## src/rtl/hazard_ctrl.sv

```systemverilog
// hazard_ctrl: pipeline stall/bubble/flush/redirect sequencer for the 3-stage core.
// Optional performance counters are built when PIPE_PERF_EN is defined.
module hazard_ctrl #(
    parameter int LD_BUBBLES = 1,
    parameter int CNT_W      = 32
) (
    input  logic             clk,
    input  logic             rst,
    input  logic [4:0]       id_rs1,
    input  logic [4:0]       id_rs2,
    input  logic             id_use_rs1,
    input  logic             id_use_rs2,
    input  logic             ex_valid,
    input  logic             ex_is_load,
    input  logic [4:0]       ex_rd,
    input  logic             ex_reg_we,
    input  logic             do_jump,
    input  logic             imem_stall,
    input  logic             dmem_stall,
    output logic             stall_if,
    output logic             stall_ex,
    output logic             bubble_ex,
    output logic             flush_id,
    output logic             pc_redirect,
    output logic [CNT_W-1:0] stall_cycles,
    output logic [CNT_W-1:0] flush_count
);
    typedef enum logic [1:0] {RUN, LD_STALL, MEM_WAIT} state_t;
    state_t state, state_nx, eff;
    logic [1:0] cnt, cnt_nx;
    logic resume, resume_nx;
    logic hazard, mem_wait;

    assign mem_wait = imem_stall | dmem_stall;
    assign hazard = ex_valid & ex_is_load & ex_reg_we & (ex_rd != 5'd0) &
                    ((id_use_rs1 & (id_rs1 == ex_rd)) | (id_use_rs2 & (id_rs2 == ex_rd)));

    // A finished wait resolves to the state it interrupted and is evaluated in the same cycle.
    always_comb begin
        eff = (state == MEM_WAIT && !mem_wait) ? (resume ? LD_STALL : RUN) : state;
        stall_if = 1'b0;
        stall_ex = 1'b0;
        bubble_ex = 1'b0;
        flush_id = 1'b0;
        pc_redirect = 1'b0;
        state_nx = RUN;
        cnt_nx = cnt;
        resume_nx = 1'b0;
        if (rst) begin
            bubble_ex = 1'b1;
            flush_id = 1'b1;
            cnt_nx = 2'd0;
        end else if (mem_wait) begin
            stall_if = 1'b1;
            stall_ex = 1'b1;
            state_nx = MEM_WAIT;
            resume_nx = (state == LD_STALL) | ((state == MEM_WAIT) & resume);
        end else if (eff == LD_STALL) begin
            stall_if = 1'b1;
            bubble_ex = 1'b1;
            cnt_nx = cnt - 2'd1;
            state_nx = (cnt < 2'd2) ? RUN : LD_STALL;
        end else if (do_jump & ex_valid) begin
            pc_redirect = 1'b1;
            flush_id = 1'b1;
        end else if (hazard) begin
            stall_if = 1'b1;
            bubble_ex = 1'b1;
            cnt_nx = 2'(LD_BUBBLES - 1);
            state_nx = (LD_BUBBLES > 1) ? LD_STALL : RUN;
        end
    end

    always_ff @(posedge clk) begin
        if (rst) begin
            state <= RUN;
            cnt <= 2'd0;
            resume <= 1'b0;
        end else begin
            state <= state_nx;
            cnt <= cnt_nx;
            resume <= resume_nx;
        end
    end

`ifdef PIPE_PERF_EN
    always_ff @(posedge clk) begin
        if (rst) begin
            stall_cycles <= '0;
            flush_count <= '0;
        end else begin
            stall_cycles <= stall_cycles + CNT_W'(stall_if);
            flush_count <= flush_count + CNT_W'(pc_redirect);
        end
    end
`else
    assign stall_cycles = '0;
    assign flush_count = '0;
`endif
endmodule

```

## config.mk

```make
export PLATFORM = sky130hd
export DESIGN_NAME = hazard_ctrl
export DESIGN_NICKNAME = d
export VERILOG_FILES = /design/src/rtl/hazard_ctrl.sv
export SDC_FILE = /design/constraint.sdc
export NUM_CORES = 1
export LEC_CHECK = 0
export ABC_AREA = 1
export CAP_MARGIN = 20
export CORE_MARGIN = 3
export CORE_UTILIZATION = 31
export DETAILED_ROUTE_END_ITERATION = 12
export GPL_TIMING_DRIVEN = 0
export HOLD_SLACK_MARGIN = 0.08
export PLACE_DENSITY_LB_ADDON = 0.08
export SLEW_MARGIN = 20
export SYNTH_ARGS = -nofsm -noshare
export SYNTH_HDL_FRONTEND = slang
export SYNTH_SLANG_ARGS = --single-unit
```

## constraint.sdc

```tcl
create_clock -name clk -period 1.2 [get_ports clk]
set_input_delay 0.12 -clock clk [delete_from_list [all_inputs] [get_ports clk]]
set_output_delay 0.12 -clock clk [all_outputs]
set_load 0.02 [all_outputs]
```

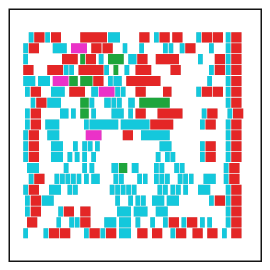
*Drive-strength map, run 1*
Drawn at 4 px/µm.
x1 and smaller: marked cyan, cells 168. x2: marked green, cells 9. x6 and larger: marked magenta, cells 4. x3 and x4: marked red, cells 84.
Non-CTS buffers: 99
setup ws final: -0.264 ns
final instance area: 1710 µm²
area delta synth->final: 72.0%

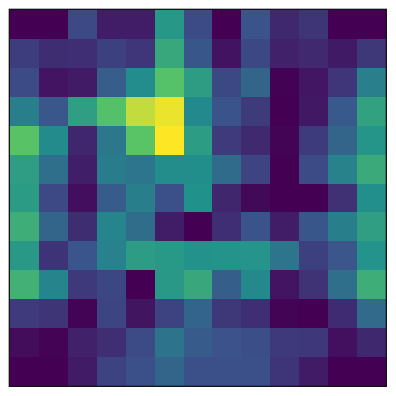
*Wire density map, run 1*
Drawn at 6 px/µm. 13 x 13 tiles, from dark purple (low) to yellow (high), scaled to the fullest tile. Values are wire area over tile area, all layers added.
12% of the tiles are nearly empty. The densest ninth of the die: north. The mean over all tiles is 0.092. 18% of the tiles are over half the peak. The fullest tile reaches 0.34.

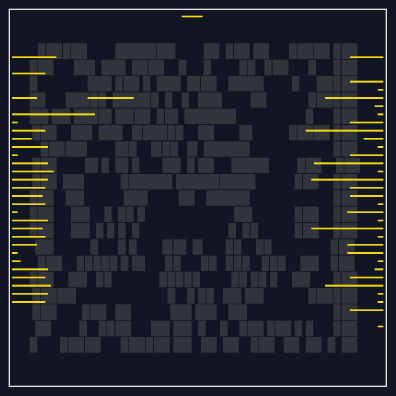
*The metal 3 layer, run 1*
Drawn at 6 px/µm.
60 nets have wire on it. The layer holds 13% of the routed length.

==> run notes, run 1 <==
run metrics: I/O pin count 94, dpl cells 297, Pint 0.000534 W, Placeable Area 2900 µm², Async S/R FF share, synth 0%, multi-input gate area in the final layout 637 µm², yosys stat chip area 993 µm², PD cells 534 nW/µm², Net Sw Frac 41.5%, post-DP HPWL 1830 µm, drt first-iter violations 28, # DRC 0, Seq power 0.000173 W, largest area contributor in the netlist buf_4, P_comb 0.000538 W, Crit path required time 1.08 ns, syn avg cell area 6.09 µm², Synth Seq Share 10.1%, tool warnings 28, sequential power share 19.0%, final RePlAce weighted congestion 0.734, Final setup violation count 5, routed length on met2 984 µm, crit path time final 1.46 ns, clk latency late pin 0.24 ns, status finished, violations left, top cells by count 64 x buf_4, 38 x nand2_1, 22 x inv_1, 13 x nor2_1, 5 x dfxtp_1, most frequent logic cell in the layout buf_4, Fmax 683 MHz, Synth top cell by count buf_4, Max stage delay cell, worst path dfxtp_4, most frequent cells in the layout 70 x buf_4, 64 x conb_1, 33 x nand2_1, crit path launch type register, CP dominant cell by count nand2_4, post-synth cell types 19, die area 3920 µm², Top pwr grp combinational logic, Worst Hold Class input port to register, initial antenna violation count 0, CTS Buf Count 3, GR Overflow Total 0, Post-Route WL 2120 µm, Diodes inserted 0, Leak 1.09 nW, fin nets 291, root buf cell clkbuf_4, vias in the first global route 874, Non-Filler Instances 307, share of cells above drive strength 1 36.6%, height of the die 62.6 µm, Post-synth EDFFs 0, width of the die 62.6 µm, crit-path max FO 3, Global Route Usage Sum 11.0%, Mapped Cells 163, Rows 19, uppermost layer routed met3, crit-path max cell delay 0.37 ns, Critical Path Sink Type output port, CP top delay family flip-flops, drt via density 3.25, final hold vios 0, via count 998, Synth Cell Area 993 µm², Synthesis Warnings 0, MaxCap Viol Count 0, Most Crowded Layer GR met2, count of input and output buffers 29, setup ws final -0.264 ns, Filler cells 317, Flops after synth 5, CP bufs+invs 2, met3 Use GR 2.88%, Arr. time, crit path 1.34 ns, Synth area leaders buf_4 48%, nand2_1 14%, dfxtp_1 10%, largest net degree at the start of global routing 8, Area leader share 48.4%, H-tree levels 1, Clock group 0.000201 W, clk sinks 5, failing checks negative setup slack, GRT met2 Usage 17.8%, Clock power frac 22.0%, Worst VDD drop 0.223 mV, post-route clock period utilization 122%, # Cells Yosys 163, CTS clk-pin slew, worst paths 0.05 ns, Setup Crit Path Kind register to output port, clock skew 0.00533 ns, Tot Pwr 0.000912 W, ANT nets after route 0, Bufs on Longest Clock Path 2, Logic pwr share 59.0%, CTS Hold Buffers Added 0, routing usage on met1 13.4%, TritonRoute pass-1 iters 4, P_sw 0.000378 W, first-pass GRT wire length 3610 µm, Top FF cell, synth dfxtp_1, final slew viol count 0, RSZ-0062 raised after global routing yes, TritonCTS clock tree yes, crit-path cells o21ai_4, nand2_4, nand3_4, nand2_4, o21bai_4, inv_2, buf_6, FP Util 34.3%, Flop area 105 µm², worst hold margin 0.277 ns, met3 wire length 278 µm, WL/cell 6.90 µm, wl on met1 853 µm
[run 1: stage by stage]
step | cell area (µm²) | setup slack, ns | util [%] | TNS [ns]
floorplan | 1230 | 0.0103 | - | 0
global placement | 1580 | -0.904 | 54.4 | -4.06
detailed placement | 1580 | -0.891 | 54.4 | -4.06
CTS | 1650 | -0.278 | 57.0 | -0.859
global route | 1710 | -0.347 | 58.9 | -1.27
finish | 1710 | -0.264 | 58.9 | -0.821
[run 1: kinds of logic (layout without fill, tap and decap cells)]
group                  Yosys count  after routing  synth area share, %
flip-flops                       5              5                 10.1
XOR/XNOR                         1              1                0.882
other                            1             64                0.377
AND/OR/NAND/NOR                 64             64                 27.7
AND-OR/OR-AND                    5              5                 3.90
buffers and inverters           87            126                 57.1
[run 1: final timing paths]
check,slack (ns),start,depth (start not counted),endpoint
min,0.28,imem_stall,3,state[1]
min reg2reg,0.47,cnt[1],2,state[0]
max reg2reg,-0.04,state[1],8,cnt[1]
max,-0.26,state[1],7,stall_if
[run 1: final cells by class]
type | instances | share of cell area [%]
multi-input cells | 134 | 37.3
plain buffers | 64 | 28.1
repair buffers | 35 | 18.7
flip-flops and latches | 5 | 6.15
inverters | 23 | 5.20
well taps | 42 | 3.07
clock buffers | 4 | 1.54
[run 1: tightest hold or removal path, cell delays in order]
cell and delay [ns]:
dlygate4sd2_1 0.23, nor2_4 0.06, nor2_1 0.07
[run 1: state kept, by name (all words and copies together), names as in the netlist]
| name | cells |
|---|---|
| cnt | 2 |
| state | 2 |
| resume | 1 |
[run 1: timing repair]
action | CTS | global route
pin swaps | 13 | 5
setup endpoints to repair | 7 | 6
buffers inserted | 5 | 1
gates resized | 55 | 8
gates cloned | 0 | 0
==> inputs of run 2 (changes only) <==
--- a/config.mk
+++ b/config.mk
@@ -8,11 +8,14 @@
 export ABC_AREA = 1
 export CAP_MARGIN = 20
 export CORE_MARGIN = 3
-export CORE_UTILIZATION = 31
+export CORE_UTILIZATION = 50
 export DETAILED_ROUTE_END_ITERATION = 12
+export DONT_BUFFER_PORTS = 1
+export GPL_ROUTABILITY_DRIVEN = 0
 export GPL_TIMING_DRIVEN = 0
 export HOLD_SLACK_MARGIN = 0.08
 export PLACE_DENSITY_LB_ADDON = 0.08
+export SKIP_LAST_GASP = 1
 export SLEW_MARGIN = 20
 export SYNTH_ARGS = -nofsm -noshare
 export SYNTH_HDL_FRONTEND = slang
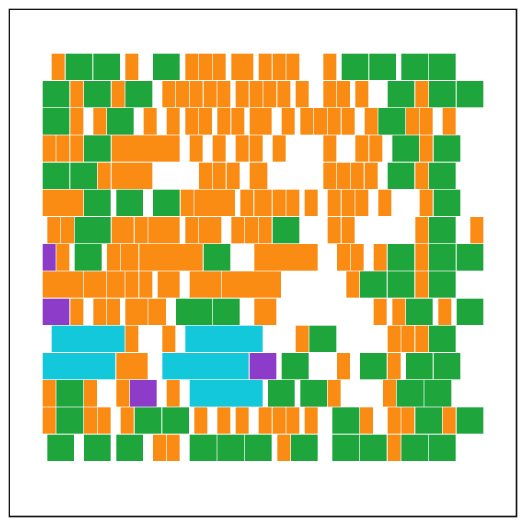
*Cell classes on the final placement, run 2*
Drawn at 10 px/µm.
remaining logic cells: marked orange, cells 157, share of their area 52%. registers: marked cyan, cells 5, share of their area 7.6%. remaining buffers and delay cells: marked green, cells 70, share of their area 39%. clock drivers and dummy loads: marked purple, cells 4, share of their area 1.9%.
Seq/total area: 7.46%
Rows: 15
final instance area: 1410 µm²
Util after Layout: 78.2%
Placeable Area: 1800 µm²

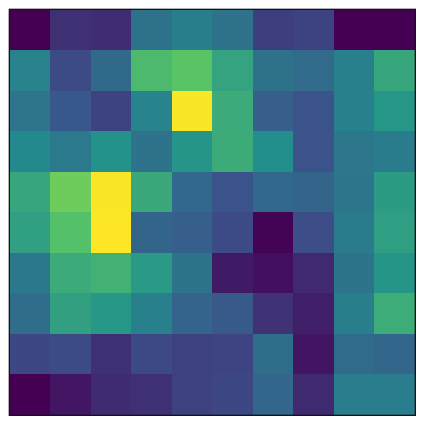
*Wire density map, run 2*
Drawn at 8 px/µm. 10 x 10 tiles, from dark purple (low) to yellow (high), scaled to the fullest tile. Values are wire area over tile area, all layers added.
The densest ninth of the die: west. 26% of the tiles are over half the peak. 5.0% of the tiles are nearly empty. The fullest tile reaches 0.40. The mean over all tiles is 0.15.
Post-Route WL: 2150 µm
Global Route Usage Sum: 14.9%
via count: 946
WL/cell: 8.25 µm

==> run 2 against run 1 <==
Effect of this change:
- core utilization increased by 19 points
- wire length increased by 1.7%
- synthesized cell count unchanged
- cell area decreased by 18%
- final cell count decreased by 15%
- the flow still finishes with violations (negative setup slack)
- first-iteration DRC count decreased by 86%
- highest routed layer is now met4
- flip-flop count unchanged
==> run notes, run 2 <==
run metrics: status finished, violations left, failing checks negative setup slack, share of cells above drive strength 1 37.3%, TritonCTS clock tree yes, post-route clock period utilization 118%, crit-path cells o21ai_2, nand2_4, nand3_4, nand2_4, o21bai_4, inv_4, ANT nets after route 0, top cells by count 64 x buf_4, 38 x nand2_1, 22 x inv_1, 13 x nor2_1, 5 x dfxtp_1, final slew viol count 0, width of the die 50.6 µm, H-tree levels 1, Synth Cell Area 993 µm², crit-path max cell delay 0.36 ns, post-DP HPWL 1830 µm, most frequent logic cell in the layout buf_4, Top Registers cnt: 2 flops, state: 2 flops, resume: 1 flops, post-synth cell types 19, Synth Seq Share 10.1%, CP dominant cell by count nand2_4, clk sinks 5, crit path time final 1.42 ns, Diodes inserted 0, Arr. time, crit path 1.30 ns, tool warnings 29, most frequent cells in the layout 68 x buf_4, 64 x conb_1, 36 x nand2_1, count of input and output buffers 0, Worst VDD drop 0.894 mV, die area 2560 µm², vias in the first global route 800, height of the die 50.6 µm, clock skew 0.00191 ns, Post-synth EDFFs 0, area delta synth->final 41.8%, Mapped Cells 163, CTS Buf Count 3, GR Overflow Total 0, Leak 0.942 nW, CTS clk-pin slew, worst paths 0.04 ns, syn avg cell area 6.09 µm², yosys stat chip area 993 µm², RSZ-0062 raised after global routing yes, crit-path max FO 3, Synth area leaders buf_4 48%, nand2_1 14%, dfxtp_1 10%, Top FF cell, synth dfxtp_1, Non-Filler Instances 261, Max stage delay cell, worst path dfxtp_4, Area leader share 48.4%, Async S/R FF share, synth 0%, TritonRoute pass-1 iters 4, Crit path required time 1.08 ns, dpl cell area 1270 µm², Synth top cell by count buf_4, Filler cells 144, Critical Path Sink Type output port, largest net degree at the start of global routing 8, final hold vios 0, Setup WS pre-CTS -0.0537 ns, Bufs on Longest Clock Path 2, MaxCap Viol Count 0, Worst Hold Class input port to register, setup ws final -0.220 ns, Final setup violation count 3, dpl cells 251, Tot Pwr 0.000829 W, Setup Crit Path Kind register to output port, first-pass GRT wire length 3020 µm, I/O pin count 94, Synthesis Warnings 0, Flops after synth 5, # DRC 0, drt via density 3.62, # Cells Yosys 163, post-route setup TNS -0.518 ns, FP Util 55.1%, drt first-iter violations 4, fin nets 262, root buf cell clkbuf_4, largest area contributor in the netlist buf_4, Fmax 704 MHz, crit path launch type register, clk latency late pin 0.24 ns, PD cells 589 nW/µm², initial antenna violation count 0, worst hold margin 0.0798 ns
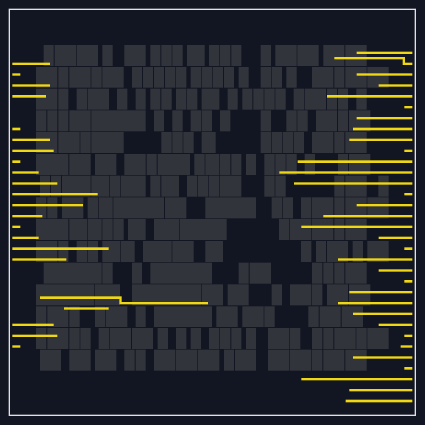
*The metal 3 layer, run 2*
Drawn at 8 px/µm.
The layer holds 16% of the routed length. The wires run mostly horizontal. 54 nets have wire on it.
met3 Use GR: 8.01%

## run 2: critical path: cells and delay by family (launching register included)
family / cells / cell delay, ns
compound gates: 2 / 0.37
flops: 1 / 0.36
buf+inv: 1 / 0.08
simple gates: 3 / 0.25
## run 2: cell type report
| cell class | instances | area [µm²] | area share [%] |
|---|---|---|---|
| Buffer | 64 | 480 | 34.1 |
| Tap cell | 25 | 31.3 | 2.22 |
| Sequential cell | 5 | 105 | 7.46 |
| Inverter | 23 | 91.3 | 6.48 |
| Multi-Input combinational cell | 134 | 624 | 44.3 |
| Timing Repair Buffer | 6 | 50.0 | 3.55 |
| Clock buffer | 4 | 26.3 | 1.87 |
## run 2: final timing paths
kind | start | to | slack, ns | cells after the start
max | state[1] | stall_if | -0.22 | 6
min | imem_stall | state[0] | 0.08 | 3
max reg2reg | state[1] | cnt[0] | 0.03 | 7
min reg2reg | cnt[1] | state[0] | 0.49 | 2
## run 2: per-layer routing
| metal | track usage, % | wire length, µm | vias up |
|---|---|---|---|
| met5 | 0 | 0 | - |
| met4 | 2.69 | 6 | 0 |
| met3 | 8.01 | 335 | 2 |
| met2 | 30.2 | 1180 | 57 |
| met1 | 12.4 | 635 | 387 |
| li1 | - | - | 500 |
## run 2: cells by family after synthesis
family	share of synthesized area, %
and+or+nand+nor	27.7
AOI/OAI and AO/OA	3.90
xor gates and xnor gates	0.882
DFF	10.1
other	0.377
buffers and inverters	57.1
## run 2: timing repair
item	CTS	global route
hold buffers	1	1
cloned	0	0
setup buffers	2	2
resized	10	6
pin swaps	3	6
endpoints found under the hold margin	4	3
setup endpoints to repair	4	4
## run 2: power breakdown
part           internal [W]  switching (W)  total [W]
clock              0.000126      0.0000684   0.000194
sequential         0.000168     0.00000445   0.000173
combinational      0.000184       0.000278   0.000462
Power is estimated from default activity; no workload was simulated.
